Run 1, ports around the boundary:
Drawn at 8 px/um. Pins as bars across the die edge, other pins in grey.
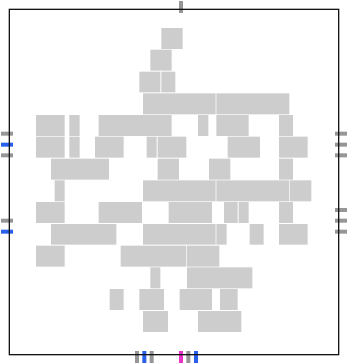
Run 1, metal 3:
Drawn at 8 px/um.
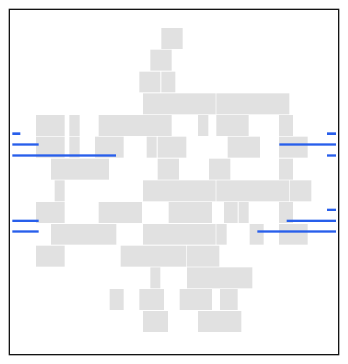
Run 1, metal layers overlaid:
Drawn at 12 px/um. Only two layers are drawn.
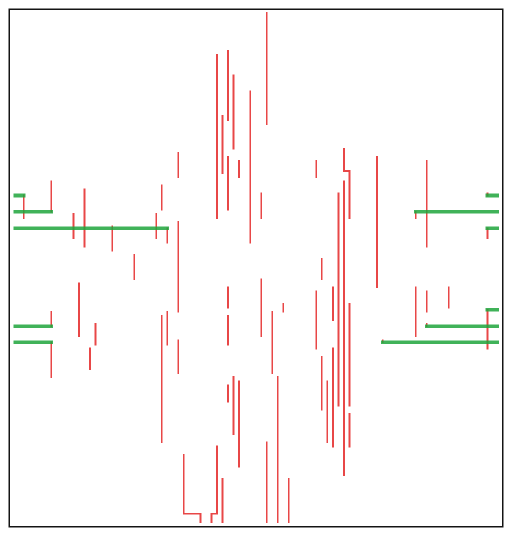
<file path="config.mk">
export PLATFORM = sky130hd
export DESIGN_NAME = ripple_carry_adder
export DESIGN_NICKNAME = d
export VERILOG_FILES = /design/src/rtl/adder_pkg.sv /design/src/rtl/full_adder.sv /design/src/rtl/ripple_carry_adder.sv
export SDC_FILE = /design/constraint.sdc
export NUM_CORES = 1
export LEC_CHECK = 0
export CORE_AREA = 2 2 39 41
export DETAILED_ROUTE_END_ITERATION = 8
export DIE_AREA = 0 0 41 43
export GPL_TIMING_DRIVEN = 0
export PLACE_DENSITY = 0.63
export SYNTH_ARGS = -nofsm -noshare
export SYNTH_HDL_FRONTEND = slang
export SYNTH_SLANG_ARGS = --single-unit
</file>
<file path="constraint.sdc">
create_clock -name clk -period 1 [get_ports clk]
set_clock_uncertainty 0.15 [all_clocks]
set_input_delay 0.15 -clock clk [delete_from_list [all_inputs] [get_ports clk]]
set_output_delay 0.15 -clock clk [all_outputs]
set_load 0.005 [all_outputs]
</file>
<file path="src/rtl/adder_pkg.sv">
// Shared definitions for the adder family (ripple, lookahead, prefix-tree).
//   ADDER_DEFAULT_WIDTH : default operand/sum width.
//   adder_ref_sum()     : behavioural (width+1)-bit reference sum, for
//                         self-checkers and benches only. Operands are passed
//                         zero-extended to 64 bits, so it covers widths <= 64.
package adder_pkg;

  localparam int unsigned ADDER_DEFAULT_WIDTH = 4;

  function automatic logic [64:0] adder_ref_sum(input logic [63:0] a,
                                                input logic [63:0] b,
                                                input logic        cin);
    return {1'b0, a} + {1'b0, b} + {64'd0, cin};
  endfunction

endpackage

</file>
<file path="src/rtl/full_adder.sv">
// One-bit full-adder cell, purely combinational.
// Ports:
//   a, b : addend bits
//   ci   : carry in
//   s    : sum bit
//   co   : carry out
module full_adder (
  input  logic a,
  input  logic b,
  input  logic ci,
  output logic s,
  output logic co
);

  logic p;

  assign p  = a ^ b;
  assign s  = p ^ ci;
  assign co = (a & b) | (ci & p);

endmodule

</file>
<file path="src/rtl/ripple_carry_adder.sv">
// Parameterised unsigned ripple-carry adder with a registered result
// (one-cycle latency, one operation per cycle, no backpressure).
// Ports:
//   clk       : rising-edge clock
//   rst_n     : asynchronous active-low reset
//   in_valid  : a, b, cin valid this cycle
//   a, b      : unsigned addends [width-1:0]
//   cin       : carry in
//   sum       : registered (a + b + cin) mod 2^width
//   cout      : registered carry out of the MSB cell
//   out_valid : sum/cout hold a new result this cycle
// Optional macro ADDER_SELF_CHECK_EN adds a simulation-only checker that
// compares each result against adder_ref_sum() and prints "error occur!"
// on a mismatch. It has no effect on outputs, timing or ports.
module ripple_carry_adder
  import adder_pkg::*;
#(
  parameter int unsigned width = ADDER_DEFAULT_WIDTH
) (
  input  logic             clk,
  input  logic             rst_n,
  input  logic             in_valid,
  input  logic [width-1:0] a,
  input  logic [width-1:0] b,
  input  logic             cin,
  output logic [width-1:0] sum,
  output logic             cout,
  output logic             out_valid
);

  logic [width:0]   c;
  logic [width-1:0] s;

  assign c[0] = cin;

  for (genvar i = 0; i < width; i++) begin : g_cell
    full_adder u_fa (
      .a  (a[i]),
      .b  (b[i]),
      .ci (c[i]),
      .s  (s[i]),
      .co (c[i+1])
    );
  end

  // Result registers only load on in_valid, so X on idle inputs never
  // reaches sum/cout.
  always_ff @(posedge clk or negedge rst_n) begin
    if (!rst_n) begin
      sum       <= '0;
      cout      <= 1'b0;
      out_valid <= 1'b0;
    end else begin
      out_valid <= in_valid;
      if (in_valid) begin
        sum  <= s;
        cout <= c[width];
      end
    end
  end

`ifdef ADDER_SELF_CHECK_EN
  logic [width-1:0] chk_a;
  logic [width-1:0] chk_b;
  logic             chk_cin;
  logic [64:0]      chk_ref;

  always_ff @(posedge clk) begin
    if (in_valid) begin
      chk_a   <= a;
      chk_b   <= b;
      chk_cin <= cin;
    end
  end

  assign chk_ref = adder_ref_sum(64'(chk_a), 64'(chk_b), chk_cin);

  // Sampled mid-cycle so the registered result has settled.
  always @(negedge clk) begin
    if (rst_n && out_valid && ({cout, sum} !== chk_ref[width:0]))
      $display("a=%0d b=%0d error occur!", chk_a, chk_b);
  end
`else
  // Checker absent: no simulation-only logic or printing.
`endif

endmodule

</file>
==> flow_summary.ini, run 1 <==
; synthesis and place-and-route metrics
[synthesis]
syn_area_sq_um = 334.1
ys_sh_aoi = 0.01498
most_common_cell = inv_1
synth-xor-area-share = 0
synth-edff-count = 0
numSynthFlops = 6
ys_sh_simple = 0.01124
fp_nets = 42
largest_area_cell = dfrtp_1
ys_cells = 26
avgSynthCellArea_sq_um = 12.85
top_cells_by_count = inv_1 (9), dfrtp_1 (6), fa_1 (4), mux2_4 (2), mux2i_1 (2)
ys.warnings.count = 0
topCombFamilyByArea = adder cells
synth-adder-area-share = 0.2397
ys.flop_type = dfrtp_1
ys_top_cells_by_area = dfrtp_1 (45%), fa_1 (24%), inv_1 (10%)
synth_cell_type_count = 8
syn_inst = 26
yosys.stat.seqShare = 0.4494
ys_chip_area_sq_um = 334.1

[final_layout]
comb_area_share = 0.2606
flops = 6
clockBufferCount = 3
largest_reg_flops = 4
bufAreaShareNonClock = 0.3185
fillerInstances = 154
stdcell_area_sq_um = 561.8
layout.nets = 67
final-clk-cell-share = 0.04009
antenna_cells = 0
drive_above_1_share = 0.5306
reg_top3 = sum x4, cout x1, out_valid x1
final_cell_mix = dfrtp_1 (6), clkdlybuf4s50_1 (6), buf_2 (6), inv_1 (4)
largestClassByArea = buffers
syn_to_final_growth_pct = 68.17
logic_area_sq_um = 146.4
logic_gate_count = 10
fin_cells = 65
final_util = 0.4060
seq_area_sq_um = 150.1

[sta]
rsz0062_at_grt = true
fin_crit_ps = 1763
period_used_share = 1.763
fin_ws_ps = -762.7
worst_slew_pin_slew_ps = 272.3
timing_hold_violations_final = 0
tns_ps = -2417
finalMaxSlewViolations = 0
whs_ps = 6.407
setup_viol = 10
max_freq_mhz = 567.3

[die]
row_count = 14
die_height_um = 43
tap_cells = 16
io_pins = 18
die_w_um = 41
fp_util = 0.2414
chipArea_sq_um = 1763
coreArea_sq_um = 1384

[worst_setup_path]
arrival_ps = 1770
end_kind = flip-flop
cp.depth = 9
path_delay_family = adder cells
path_cells = buf_6 -> inv_2 -> fa_2 -> inv_2 -> fa_2 -> fa_2 -> inv_2 -> fa_1 -> mux2i_1
r2r-start = cout$_DFFE_PN0P_
slowest_delay_ps = 400
cp-endpoint = sum[3]$_DFFE_PN0P_
reg2reg_to = cout$_DFFE_PN0P_
cp-start-kind = primary input
crit_type = in2reg
r2r_cells = 4

[outcome]
violations = setup timing
outcome = complete, but fails checks

[placement]
placed_area_sq_um = 539.3
placed_cells = 59
port_buffers = 17
gp_congestion = 0.6216

[drt]
routedWlPerCell_um = 9.338
met1_length_um = 256
final_antenna_net_count = 0
routed_via_density = 3.785
wl_met2_um = 303
remaining_drc_errors = 0

[clocking]
cts-root-buf = clkbuf_4
insertion_delay_ps = 230
cts_setup_buffers = 2
cts_hold_buf = 0
htreeDepth = 1
ctsResizeCount = 42
cts.sinks = 6
clk_pin_slew_worst_paths_ps = 40
cts_made_buffers = 3
clockBufferDepth = 2

[power]
intPower_uw = 571.6
pwr_density_cell_nw_per_um2 = 1343
p_comb_frac = 0.313
p_comb_uw = 237
pwr-share-seq = 0.407
seq_power_uw = 307
clockPowerShare = 0.280
p_total_uw = 754.7
power.group.top = sequential cells
clk-power_uw = 211
leakagePower_nw = 0.2832

[global_routing]
grt_pass1_vias = 234
grt-ovfl-total = 0
grt_max_degree = 7
antenna_found_initial = 0
use_met2 = 0.09688
grt_pass1_wl_um = 903
track_usage = 0.08028
grtUsageMet1 = 0.1104

[run]
cap_violations = 0

[min_path]
hp-class = in2async
Notes on 'ports around the boundary' above:
magenta -> `cin`  # pins 1, direction input, edge bottom
blue -> `a`  # pins 4, direction input, edge 2 bottom, 2 left

Notes on 'metal 3' above:
wire length on this layer = 47.0 um
main direction = horizontal
nets with wire on the layer = 11
longest straight run = 12.6 um
share of all routed wire = 7.7%
WL final: 607 um
DR vias: 246
GR Layer Usage met3: 0.04712

Notes on 'metal layers overlaid' above:
red -> M2  # wire length 304 um
green -> M3  # wire length 47.0 um

==> inputs of run 2 (changes only) <==
- CORE_AREA: 2 2 39 41 -> 3 3 40 42
- DIE_AREA: 0 0 41 43 -> 0 0 43 45
==> run 2 against run 1 <==
The flow still finishes with violations (setup timing). Non-clock buffer count up 1. Critical path depth unchanged. Via count up 2.4%. Clock-buffer cell count unchanged. Design area up 2.0%. Setup slack better by 9.8 ps. Area after synthesis unchanged. Synthesized cell count unchanged. Wire length up 8.9%. Global-route usage up 0.23 points. Flip-flop count unchanged. Critical endpoint unchanged. Largest power group unchanged.
==> flow_summary.ini, run 2 <==
; synthesis and place-and-route metrics
[outcome]
outcome = complete, but fails checks
violations = setup timing

[clocking]
cts.sinks = 6
cts_setup_buffers = 4
clockBufferDepth = 2

[worst_setup_path]
path_cells = buf_8 -> clkinv_8 -> fa_2 -> inv_2 -> fa_2 -> fa_2 -> inv_2 -> fa_1 -> mux2i_1
end_kind = flip-flop
r2r_cells = 2
slowest_delay_ps = 400
arrival_ps = 1770
cp.depth = 9
crit_type = in2reg
path_delay_family = adder cells

[global_routing]
grt_pass1_wl_um = 1131
use_met2 = 0.1467
antenna_found_initial = 0
grtUsageMet1 = 0.08250
grt-ovfl-total = 0
grt_pass1_vias = 288

[power]
intPower_uw = 590.7
clockPowerShare = 0.274
clk-power_uw = 214
p_comb_frac = 0.337
power.group.top = sequential cells
p_comb_uw = 263
p_total_uw = 781.4

[drt]
wl_met2_um = 389
num_vias = 252
final_antenna_net_count = 0
wl_um = 661
routed_via_density = 3.877
remaining_drc_errors = 0

[synthesis]
largest_area_cell = dfrtp_1
top_cells_by_count = inv_1 (9), dfrtp_1 (6), fa_1 (4), mux2_4 (2), mux2i_1 (2)
topCombFamilyByArea = adder cells
numSynthFlops = 6
most_common_cell = inv_1
ys.warnings.count = 0
fp_nets = 42
ys_sh_simple = 0.01124
synth-xor-area-share = 0

[min_path]
hp-class = in2async

[sta]
period_used_share = 1.753
timing_hold_violations_final = 0
fin_ws_ps = -752.9
max_freq_mhz = 570.5
setup_viol = 10
fin_crit_ps = 1753
whs_ps = 1.753
rsz0062_at_grt = true

[die]
fp_util = 0.2600
coreArea_sq_um = 1285
tap_cells = 15
row_count = 13
chipArea_sq_um = 1935
die_height_um = 45
die_w_um = 43

[final_layout]
layout.nets = 68
clockBufferCount = 3
largest_reg_flops = 4
largestClassByArea = buffers
antenna_cells = 0
bufAreaShareNonClock = 0.3253

[placement]
port_buffers = 17
gp_congestion = 0.6262
placed_cells = 58

[run]
cap_violations = 0
Run 2, track usage over the die:
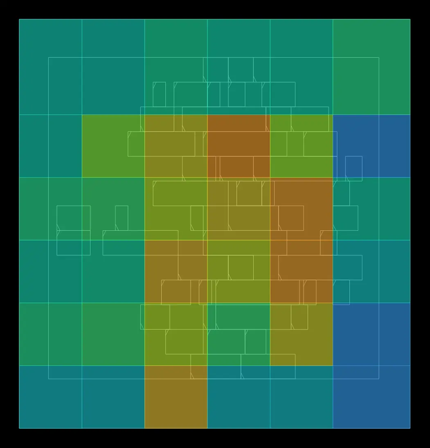
wire length per cell: 10.17 um
GRT Total Usage: 0.08263

==> inputs of run 3 (changes only) <==
- SLEW_MARGIN: unset -> 20
==> run 3 against run 2 <==
The run still ends with setup timing left. Core utilization unchanged. Global-route usage unchanged. Clock power about the same. Setup slack unchanged. Final cell count unchanged. Sequential share of layout area unchanged. Non-clock buffer count unchanged.
==> flow_summary.ini, run 3 <==
; synthesis and place-and-route metrics
[outcome]
outcome = complete, but fails checks
violations = setup timing

[sta]
timing_hold_violations_final = 0
worst_slew_pin_slew_ps = 271.0
period_used_share = 1.753
tns_ps = -2477
slew_headroom = 0.8188
rsz0062_at_grt = true
setup_viol = 10
max_freq_mhz = 570.5
fin_crit_ps = 1753
fin_ws_ps = -752.9
whs_ps = 1.753

[final_layout]
final_cell_mix = dfrtp_1 (6), clkdlybuf4s50_1 (6), buf_2 (6), inv_1 (4), buf_4 (4)
nNonClkInverters = 9
largest_reg_flops = 4
antenna_cells = 0
largest-register = sum
sh_seq_area = 0.2620
reg_top3 = sum x4, cout x1, out_valid x1
stdcell_area_sq_um = 573.1
logic_gate_count = 10
comb_area_share = 0.2555
bufAreaShareNonClock = 0.3253
fin_cells = 65
logic_area_sq_um = 146.4
clockBufferCount = 3
fillerInstances = 136
syn_to_final_growth_pct = 71.54
largestClassByArea = buffers
layout.nets = 68
final_util = 0.4460

[die]
fp_util = 0.2600
io_pins = 18
die_height_um = 45
coreArea_sq_um = 1285
row_count = 13
die_w_um = 43
chipArea_sq_um = 1935
tap_cells = 15

[clocking]
cts_tree = built
htreeDepth = 1
cts_made_buffers = 3
clockBufferDepth = 2
cts_setup_buffers = 4
cts.sinks = 6
clk_pin_slew_worst_paths_ps = 40

[synthesis]
ys_cells = 26
topCombFamilyByArea = adder cells
synth-adder-area-share = 0.2397
largest_area_cell = dfrtp_1
synth.area.mux_share = 0.1498
synth-edff-count = 0
ys_sh_simple = 0.01124
ys_sh_aoi = 0.01498
ys.flop_type = dfrtp_1
ys_top_cells_by_area = dfrtp_1 (45%), fa_1 (24%), inv_1 (10%)
avgSynthCellArea_sq_um = 12.85
synth-xor-area-share = 0
ys.warnings.count = 0
top_cells_by_count = inv_1 (9), dfrtp_1 (6), fa_1 (4), mux2_4 (2), mux2i_1 (2)
numSynthFlops = 6
yosys.stat.seqShare = 0.4494
most_common_cell = inv_1
fp_nets = 42
syn_area_sq_um = 334.1

[power]
intPower_uw = 590.7
pwr_density_cell_nw_per_um2 = 1364
seq_power_uw = 304
clk-power_uw = 214
clockPowerShare = 0.274
p_total_uw = 781.4
pwr-share-seq = 0.389
power.group.top = sequential cells
p_comb_frac = 0.337
p_comb_uw = 263
switchingPower_uw = 190.8

[drt]
wl_um = 661
routed_via_density = 3.877
top_layer = met3
wl_met2_um = 389
num_vias = 252
drt_iter0_markers = 2
routedWlPerCell_um = 10.17
drtPass1Iterations = 3
final_antenna_net_count = 0
remaining_drc_errors = 0

[placement]
pre_cts_slack_ps = -1455
placed_area_sq_um = 538.0
placed_cells = 58
gp_congestion = 0.6262
hpwlAfterDp_um = 564.3
port_buffers = 17

[global_routing]
grt_max_degree = 7
grt_pass1_wl_um = 1131
track_usage = 0.08263
grt-ovfl-total = 0
use_met2 = 0.1467
grt_pass1_vias = 288
antenna_found_initial = 0
grtUsageMet1 = 0.08250

[worst_setup_path]
path_cells = buf_8 -> clkinv_8 -> fa_2 -> inv_2 -> fa_2 -> fa_2 -> inv_2 -> fa_1 -> mux2i_1
end_kind = flip-flop
crit_required_ps = 1010
r2r-start = sum[2]$_DFFE_PN0P_
critPathSlowestCell = fa_1
path_delay_family = adder cells
ff2ff_setup_slack_ps = -10
slowest_delay_ps = 400
reg2reg_to = sum[2]$_DFFE_PN0P_
r2r_cells = 2
cp-endpoint = sum[3]$_DFFE_PN0P_
crit_type = in2reg
cp.depth = 9
arrival_ps = 1770
cp_num_buf_inv = 4

[min_path]
hp-class = in2async

[run]
openroad.warnings = 30
cap_violations = 0
Run 3, track usage over the die:
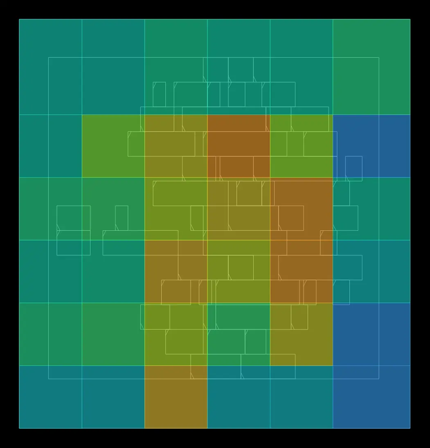
GRT Max-Usage Layer: met2
GR Layer Usage met3: 0.003984

Power figures rest on the tool's default switching activity, not on a simulated workload.
